### src/rtl/keypad_event_queue.sv
// keypad_event_queue: debounces the 24-bit scanner vector, turns new hex-key
// presses into 4-bit codes queued in a small FIFO (valid/ready), and exposes
// the debounced switch levels.
module keypad_event_queue #(
  parameter int unsigned SAMPLE_DIV = 1024,
  parameter int unsigned STABLE     = 3,
  parameter int unsigned DEPTH      = 4
) (
  input  logic        Clk,
  input  logic        nReset,
  input  logic [23:0] button,
  output logic [3:0]  key_code,
  output logic        key_valid,
  input  logic        key_ready,
  output logic        key_down,
  output logic [7:0]  switches,
  output logic        overflow,
  input  logic        clr_ovf
);

  localparam int unsigned PW = (SAMPLE_DIV > 1) ? $clog2(SAMPLE_DIV) : 1;
  localparam int unsigned AW = $clog2(DEPTH);
  localparam logic [PW-1:0] PRE_LAST = PW'(SAMPLE_DIV - 1);
  localparam logic [3:0]    CNT_LAST = 4'(STABLE - 1);

  logic [PW-1:0] pre_q, pre_d;
  logic          tick;

  logic [23:0]   deb_q, deb_d;
  logic [3:0]    cnt_q [24];
  logic [3:0]    cnt_d [24];

  logic [15:0]   rise;
  logic          push;
  logic [3:0]    push_code;

  logic [3:0]    mem_q [DEPTH];
  logic [AW:0]   wptr_q, wptr_d, rptr_q, rptr_d;
  logic          ovf_q, ovf_d;
  logic          empty, full, pop, wr, drop;

  // Sample prescaler: free-running 0..SAMPLE_DIV-1, tick on the last count
  always_comb begin
    tick  = (pre_q == PRE_LAST);
    pre_d = tick ? '0 : pre_q + 1'b1;
  end

  // Prescaler register
  always_ff @(posedge Clk or negedge nReset) begin
    if (!nReset) pre_q <= '0;
    else         pre_q <= pre_d;
  end

  // Per-bit debounce: deb flips after STABLE consecutive differing samples
  always_comb begin
    deb_d = deb_q;
    for (int unsigned i = 0; i < 24; i++) begin
      cnt_d[i] = cnt_q[i];
      if (tick) begin
        if (button[i] == deb_q[i]) begin
          cnt_d[i] = '0;
        end else if (cnt_q[i] == CNT_LAST) begin
          deb_d[i] = button[i];
          cnt_d[i] = '0;
        end else begin
          cnt_d[i] = cnt_q[i] + 4'd1;
        end
      end
    end
  end

  // Debounce state registers
  always_ff @(posedge Clk or negedge nReset) begin
    if (!nReset) begin
      deb_q <= '0;
      for (int unsigned i = 0; i < 24; i++) cnt_q[i] <= '0;
    end else begin
      deb_q <= deb_d;
      for (int unsigned i = 0; i < 24; i++) cnt_q[i] <= cnt_d[i];
    end
  end

  // Press detection: lowest-index rising hex key wins, others are discarded
  always_comb begin
    rise      = deb_d[15:0] & ~deb_q[15:0];
    push      = 1'b0;
    push_code = '0;
    for (int unsigned i = 0; i < 16; i++) begin
      if (rise[i] && !push) begin
        push      = 1'b1;
        push_code = 4'(i);
      end
    end
  end

  // FIFO control: pointers carry a wrap bit; a pop frees a slot for a same-cycle push
  always_comb begin
    empty  = (wptr_q == rptr_q);
    full   = (wptr_q[AW] != rptr_q[AW]) && (wptr_q[AW-1:0] == rptr_q[AW-1:0]);
    pop    = !empty && key_ready;
    wr     = push && (!full || pop);
    drop   = push && full && !pop;
    wptr_d = wr  ? wptr_q + 1'b1 : wptr_q;
    rptr_d = pop ? rptr_q + 1'b1 : rptr_q;
    ovf_d  = ovf_q;
    if (drop)         ovf_d = 1'b1;
    else if (clr_ovf) ovf_d = 1'b0;
  end

  // FIFO storage, pointers and sticky overflow
  always_ff @(posedge Clk or negedge nReset) begin
    if (!nReset) begin
      wptr_q <= '0;
      rptr_q <= '0;
      ovf_q  <= 1'b0;
      for (int unsigned i = 0; i < DEPTH; i++) mem_q[i] <= '0;
    end else begin
      wptr_q <= wptr_d;
      rptr_q <= rptr_d;
      ovf_q  <= ovf_d;
      if (wr) mem_q[wptr_q[AW-1:0]] <= push_code;
    end
  end

  // Outputs come from registered state only
  always_comb begin
    key_code  = mem_q[rptr_q[AW-1:0]];
    key_valid = !empty;
    key_down  = |deb_q[15:0];
    switches  = deb_q[23:16];
    overflow  = ovf_q;
  end

endmodule

### config.mk
export PLATFORM = sky130hd
export DESIGN_NAME = keypad_event_queue
export DESIGN_NICKNAME = d
export VERILOG_FILES = /design/src/rtl/keypad_event_queue.sv
export SDC_FILE = /design/constraint.sdc
export NUM_CORES = 1
export LEC_CHECK = 0
export CAP_MARGIN = 20
export CORE_ASPECT_RATIO = 1.5
export CORE_MARGIN = 10
export CORE_UTILIZATION = 40
export CTS_CLUSTER_DIAMETER = 100
export DETAILED_ROUTE_END_ITERATION = 6
export PLACE_DENSITY_LB_ADDON = 0.05
export SLEW_MARGIN = 40
export SYNTH_ARGS = -nofsm -noshare
export SYNTH_HDL_FRONTEND = slang
export SYNTH_SLANG_ARGS = --single-unit
### constraint.sdc
create_clock -name Clk -period 2.5 [get_ports Clk]
set_clock_uncertainty 0.1 [all_clocks]
set_input_delay 0.5 -clock Clk [delete_from_list [all_inputs] [get_ports Clk]]
set_output_delay 0.5 -clock Clk [all_outputs]
set_load 0.01 [all_outputs]
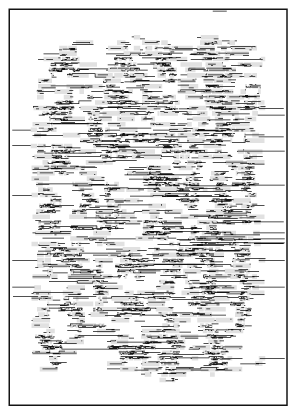
run_1/met1.png
Drawn at 2 px/µm. Cells faint in the background.
The layer carries 8560 µm of wire. 954 nets have wire on it.

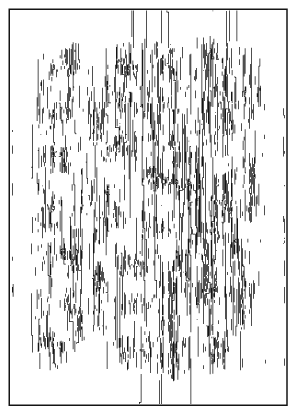
run_1/met2.png
Drawn at 2 px/µm.
The longest straight run is 62.7 µm. The layer holds 51% of the routed length. The layer carries 9950 µm of wire. 877 nets have wire on it.

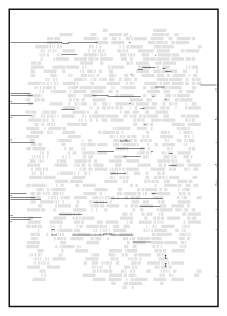
run_1/met3.png
Drawn at 1.5 px/µm. Cells faint in the background.
The layer carries 518 µm of wire. The wires run mostly horizontal. The layer holds 2.7% of the routed length. 46 nets have wire on it.

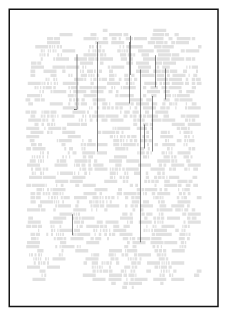
run_1/met4.png
Drawn at 1.5 px/µm. Cells faint in the background.
The longest straight run is 115 µm. The layer holds 2.1% of the routed length.

==> PnR_summary.wiki, run 1 <==
== Run summary ==
{| class="wikitable"
! Metric !! Value
|-
| Number of gates resized after CTS || 23
|-
| Sw Ratio || 23.5%
|-
| GRT Residual Overflow || 0
|-
| Number of DRC markers after the initial detailed-route iteration || 288
|-
| Number of buffers inserted by port buffering || 42
|-
| Arrival time of the worst setup path || 2720 ps
|-
| Reg2reg setup slack || -10 ps
|-
| Count of unique library cells instantiated by Yosys || 51
|-
| Number of clock buffers in the layout || 20
|-
| Total detailed-routing wirelength || 19.4 mm
|-
| Sequential cell count || 153
|-
| Commonest non-fill, non-tap cells in the layout || 151 x dfrtp_1, 114 x nand2_1, 111 x o21ai_0
|-
| Number of cells on the worst hold path || 1
|-
| Violations in the final reports || negative setup slack
|-
| Overall die area || 0.0272 mm²
|-
| Share of synthesized registers carrying an async set or reset || 100%
|-
| Number of H-tree branching levels || 4
|-
| Count of final hold-check violations || 0
|-
| Number of antenna violations at the first check in global routing || 0
|-
| Setup WS post-layout || -9.89 ps
|-
| Final Util || 50.5%
|-
| Maximum single-stage delay on the critical path || 420 ps
|-
| Number of rows in the core area || 64
|-
| Share of the final layout cell area in sequential cells || 37.0%
|-
| Clock Pin Slew Worst Setup and Hold Paths || 70 ps
|-
| FP Core Util || 40.9%
|-
| Via total after detailed routing || 6482
|-
| Number of logic inverters in the finished layout || 36
|-
| Hold Path Class || flip-flop to flip-flop
|-
| Placed Cells || 1194
|-
| Number of well taps || 264
|-
| Count of maximum capacitance violations || 0
|-
| Register Area || 0.00383 mm²
|-
| Growth of design area from synthesis to finish || 23.7%
|-
| R2R Path Start || cnt_q[32]$_DFFE_PN0N_
|-
| Area after detailed placement || 0.00956 mm²
|-
| Total tool warning count || 55
|-
| Quantity of hold-fixing buffers added after cts || 1
|-
| Outcome || complete, but fails checks
|-
| Group drawing the most power || registers
|-
| Routability-driven placement congestion ratio || 0.832
|-
| Reported net switching power || 1330 µW
|-
| RSZ-0062 raised after global routing || true
|-
| Proportion of cell area spent on the clock network || 5.68%
|-
| TNS Setup || -34.7 ps
|-
| Largest net degree at the start of global routing || 60
|-
| Number of synthesized flops with an enable pin || 0
|-
| Areal power density over the cells || 546 mW/mm²
|-
| Post-Route Hold Slack || 379 ps
|-
| Internal power consumption || 4330 µW
|-
| Number of synthesis warnings || 0
|-
| Slew Viols, Final || 0
|-
| Combined global-route utilization of all metal layers || 14.7%
|-
| Post-route insts no fill || 1232
|-
| Endpoint of the worst setup timing path || mem_q[11]$_DFFE_PN0P_
|-
| Capture point of the worst reg-to-reg path || mem_q[11]$_DFFE_PN0P_
|-
| Final period util || 100%
|-
| Global-route wire length before repair || 33.3 mm
|-
| Post-DR wirelength/cell || 15.8 µm
|-
| Comb_multi_in || 630
|-
| Die height || 197 µm
|-
| Number of iterations in the first detailed-routing pass || 4
|-
| Clock latency of the later-clocked register in the worst-skew pair || 430 ps
|-
| Cells along the critical path || inv_1 > ha_1 > or3b_1 > o2bb2ai_2 > nor4b_4 > buf_4 > a211oi_4 > nand2_2 > mux2_4
|-
| LEAKAGE || 0.00488 µW
|-
| Post-synth top flop || dfrtp_1
|-
| TritonCTS clock tree || built
|-
| Power drawn by the sequential cells || 2580 µW
|-
| Fin nets || 1038
|-
| Required time of the critical path || 2710 ps
|-
| Synthesized netlist net count || 935
|-
| Number of endpoints failing setup at the final stage || 7
|-
| Count of buffers not belonging to the clock network in the layout || 118
|-
| Number of global-route vias before repair || 6867
|-
| Final std cell area, no fill || 0.0104 mm²
|-
| Dominant cell area share || 45.7%
|-
| Cell depth of the worst flop-to-flop path || 9
|-
| Power dissipated in combinational cells || 485 µW
|-
| Data buffer area share || 10.3%
|-
| CTS Buffer Depth || 2
|-
| Start point of the worst min-delay path || cnt_q[35]$_DFFE_PN0N_
|-
| Type of origin of the critical path || flip-flop
|-
| I/O pin count || 43
|-
| MI comb area || 0.00441 mm²
|-
| Kind of capture point of the worst setup path || flip-flop
|-
| Maximum fanout along the worst path || 4
|-
| Crit Path Class || flip-flop to flip-flop
|-
| ANT nets after route || 0
|-
| Part of the power in combinational logic || 8.6%
|-
| Part of the power in registers || 45.7%
|-
| Clk network pwr share || 45.7%
|-
| Endpoint of the worst hold path || cnt_q[35]$_DFFE_PN0N_
|-
| Power dissipated in the clock network || 2580 µW
|-
| Top logic cell by instance count in the layout || dfrtp_1
|-
| Area-dominant class || logic gates
|-
| Worst slew margin || 67.3%
|}
## run 1: sequential cells by signal, summed over array words and instances, names as in the netlist
register,count
wptr_q,3
pre_q,10
overflow,1
deb_q,24
mem_q,16
rptr_q,3
cnt_q,96
## run 1: routing by layer
metal  part of all wire (%)  vias to the layer above  GRT usage [%]
met3                    2.7                       27           3.03
met2                     51                       85           26.4
met5                      0                        -              0
met1                     44                     3208           16.5
li1                       -                     3162              -
met4                    2.1                        0           6.15
## run 1: cells by family (layout without fill, tap and decap cells)
group                      count (synthesis)  after routing  synth area share [%]
and+or+nand+nor                          319            319                  19.2
AOI/OAI and AO/OA                        179            179                  13.4
DFF                                      153            153                  45.7
buffers and inverters                     70            185                  3.65
adders and majority gates                 54             54                  8.07
muxes                                     43             43                  6.32
xor gates and xnor gates                  35             35                  3.66
run_1/final_congestion.png
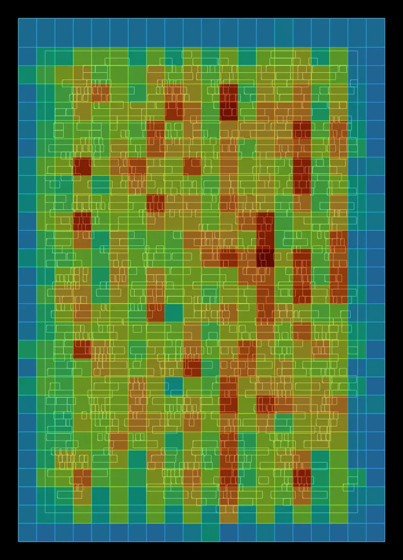

## Run 2: what changed since run 1
Settings changed: CELL_PAD_IN_SITES_DETAIL_PLACEMENT from default to 0, CELL_PAD_IN_SITES_GLOBAL_PLACEMENT from default to 2, CORE_UTILIZATION 40 to 36, SKIP_LAST_GASP from default to 1.
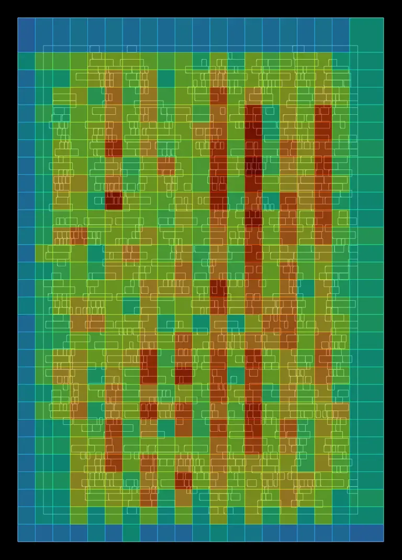
run_2/final_congestion.png
GR Util met1: 16.0%
GRT busiest layer: met2

==> run 2 against run 1 <==
The flow now finishes without violations; clock power increased by 7%; largest cell class unchanged; critical path depth unchanged; via count increased by 0.77%; total power increased by 3.3%; design area increased by 1.4%; core utilization decreased by 4.8 points; synthesized cell count unchanged; hold slack got worse by 8.7 ps; non-clock buffer count increased by 12.
==> PnR_summary.wiki, run 2 <==
== Run summary ==
{| class="wikitable"
! Metric !! Value
|-
| Power dissipated in combinational cells || 493 µW
|-
| Number of fill cells in the layout || 2170
|-
| Final Util || 45.7%
|-
| Number of synthesized flops with an enable pin || 0
|-
| Synthesized netlist net count || 935
|-
| Fin nets || 1050
|-
| Comb_multi_in || 630
|-
| FP Core Util || 36.5%
|-
| TritonCTS clock tree || built
|-
| Data buffer area share || 11.1%
|-
| Avg Vias per Cell || 5.18
|-
| Total detailed-routing wirelength || 20.6 mm
|-
| MI comb area || 0.00441 mm²
|-
| Number of H-tree branching levels || 4
|-
| Number of antenna violations at the first check in global routing || 1
|-
| Routability-driven placement congestion ratio || 0.788
|-
| Cells along the critical path || inv_1 > ha_2 > or3b_4 > a2bb2o_4 > nor4_4 > buf_4 > a211oi_4 > nand2_2 > mux2_1
|-
| Number of rows in the core area || 68
|-
| Sw Ratio || 24.1%
|-
| Wire length on met2 || 11.0 mm
|-
| Cell family with most CP delay || simple AND/OR/NAND/NOR gates
|-
| Hold Path Class || flip-flop to flip-flop
|-
| Total tool warning count || 54
|-
| Area share of and/or/nand/nor cells after synthesis || 19.2%
|-
| Placed Cells || 1223
|-
| Highest routed metal layer || met5
|-
| Area fraction in mux cells || 6.32%
|-
| Maximum single-stage delay on the critical path || 390 ps
|-
| CTS Buffer Depth || 2
|-
| Yosys aoi share || 13.4%
|-
| Start point of the worst min-delay path || cnt_q[43]$_DFFE_PN0N_
|-
| Biggest register || cnt_q
|-
| Part of the power in combinational logic || 8.4%
|-
| Largest registers || cnt_q (96), deb_q (24), mem_q (16)
|-
| Count of buffers not belonging to the clock network in the layout || 130
|-
| Number of endpoints failing setup at the final stage || 0
|-
| Cell depth of the worst flop-to-flop path || 9
|-
| Combined global-route utilization of all metal layers || 14.5%
|-
| Post-DR wirelength/cell || 16.3 µm
|-
| Capture point of the worst reg-to-reg path || mem_q[11]$_DFFE_PN0P_
|-
| Sequential cell count || 153
|-
| Number of buffers inserted by port buffering || 42
|-
| Maximum fanout along the worst path || 4
|-
| Power drawn by the sequential cells || 2600 µW
|-
| Areal power density over the cells || 556 mW/mm²
|-
| Clock latency of the later-clocked register in the worst-skew pair || 440 ps
|-
| Area after detailed placement || 0.00967 mm²
|-
| Number of gates resized after CTS || 14
|-
| I/O pin count || 43
|-
| Share of synthesized registers carrying an async set or reset || 100%
|-
| Top logic cell by instance count in the layout || dfrtp_1
|-
| ANT nets after route || 0
|-
| Number of DRC markers after the initial detailed-route iteration || 228
|-
| Group drawing the most power || clock
|-
| Clk network pwr share || 47.1%
|-
| Final period util || 99.1%
|-
| Antenna diode instance count || 0
|-
| TNS Setup || 0 ps
|-
| Growth of design area from synthesis to finish || 25.4%
|-
| Part of the power in registers || 44.4%
|-
| Largest combinational cell category by area || simple AND/OR/NAND/NOR gates
|-
| LEAKAGE || 0.00495 µW
|-
| Count of maximum capacitance violations || 0
|-
| Overall die area || 0.0299 mm²
|-
| Clock Pin Slew Worst Setup and Hold Paths || 60 ps
|-
| Number of iterations in the first detailed-routing pass || 4
|-
| Dominant cell area share || 45.7%
|-
| Reg2reg setup slack || 20 ps
|-
| Number of well taps || 280
|-
| Power dissipated in the clock network || 2750 µW
|-
| Kind of capture point of the worst setup path || flip-flop
|-
| Commonest non-fill, non-tap cells in the layout || 150 x dfrtp_1, 114 x nand2_1, 110 x o21ai_0
|-
| Crit Path Class || flip-flop to flip-flop
|-
| Number of clock buffers in the layout || 19
|-
| Arrival time of the worst setup path || 2690 ps
|-
| Number of cells on the worst hold path || 1
|-
| Share of the final layout cell area in sequential cells || 36.5%
|-
| Reported net switching power || 1410 µW
|-
| Final std cell area, no fill || 0.0105 mm²
|-
| Mean instance size in the synthesized netlist || 9.82 µm²
|-
| XOR Share, Synth || 3.66%
|-
| Global-route track usage on met2 || 26.5%
|-
| Number of global-route vias before repair || 6879
|-
| Internal power consumption || 4430 µW
|-
| Via total after detailed routing || 6532
|-
| Number of synthesis warnings || 0
|-
| Type of origin of the critical path || flip-flop
|-
| Proportion of cell area spent on the clock network || 5.92%
|-
| Outcome || completed
|-
| Wire length the detailed router placed on met1 || 8.65 mm
|-
| Slew Viols, Final || 0
|-
| Post-synthesis adder-cell area fraction || 8.07%
|-
| Buffer cell driving the clock tree root || clkbuf_16
|-
| Endpoint of the worst hold path || cnt_q[43]$_DFFE_PN0N_
|-
| Wire length on met3 || 580 µm
|-
| RSZ-0062 raised after global routing || true
|-
| Number of logic inverters in the finished layout || 36
|-
| Required time of the critical path || 2710 ps
|-
| Post-route insts no fill || 1261
|-
| R2R Path Start || cnt_q[64]$_DFFE_PN0N_
|-
| Count of final hold-check violations || 0
|-
| Register Area || 0.00383 mm²
|-
| Post-CTS setup repair buffer count || 4
|-
| Number of flip-flops under the largest register name || 96
|-
| Post-Route Hold Slack || 370 ps
|-
| Worst slew margin || 72.1%
|-
| Count of unique library cells instantiated by Yosys || 51
|-
| Area-dominant class || logic gates
|-
| Quantity of hold-fixing buffers added after cts || 1
|-
| GRT Residual Overflow || 0
|-
| Setup WS post-layout || 22.8 ps
|}
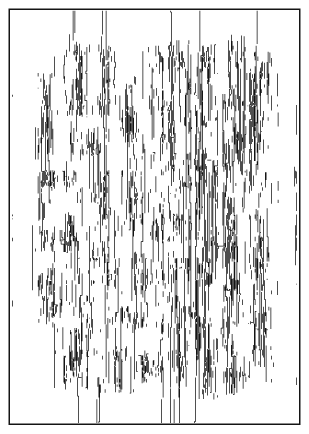
run_2/met2.png
Drawn at 2 px/µm.
The layer carries 11000 µm of wire. 878 nets have wire on it.

-- run 2: cell counts after synthesis --
Identical to the previous run, type by type.
-- run 2: worst max path at each step --
| stage | start | to | cells past startpoint |
|---|---|---|---|
| after global routing | cnt_q[44]$_DFFE_PN0N_ | mem_q[14]$_DFFE_PN0P_ | 9 |
| after global placement | button[0] | mem_q[14]$_DFFE_PN0P_ | 9 |
| after floorplan | cnt_q[72]$_DFFE_PN0N_ | mem_q[5]$_DFFE_PN0P_ | 9 |
| final | cnt_q[64]$_DFFE_PN0N_ | mem_q[11]$_DFFE_PN0P_ | 9 |
| after CTS | cnt_q[68]$_DFFE_PN0N_ | mem_q[3]$_DFFE_PN0P_ | 10 |
| after detailed placement | button[0] | mem_q[13]$_DFFE_PN0P_ | 9 |
No activity file was given, so power comes from the tool's default toggle rates.
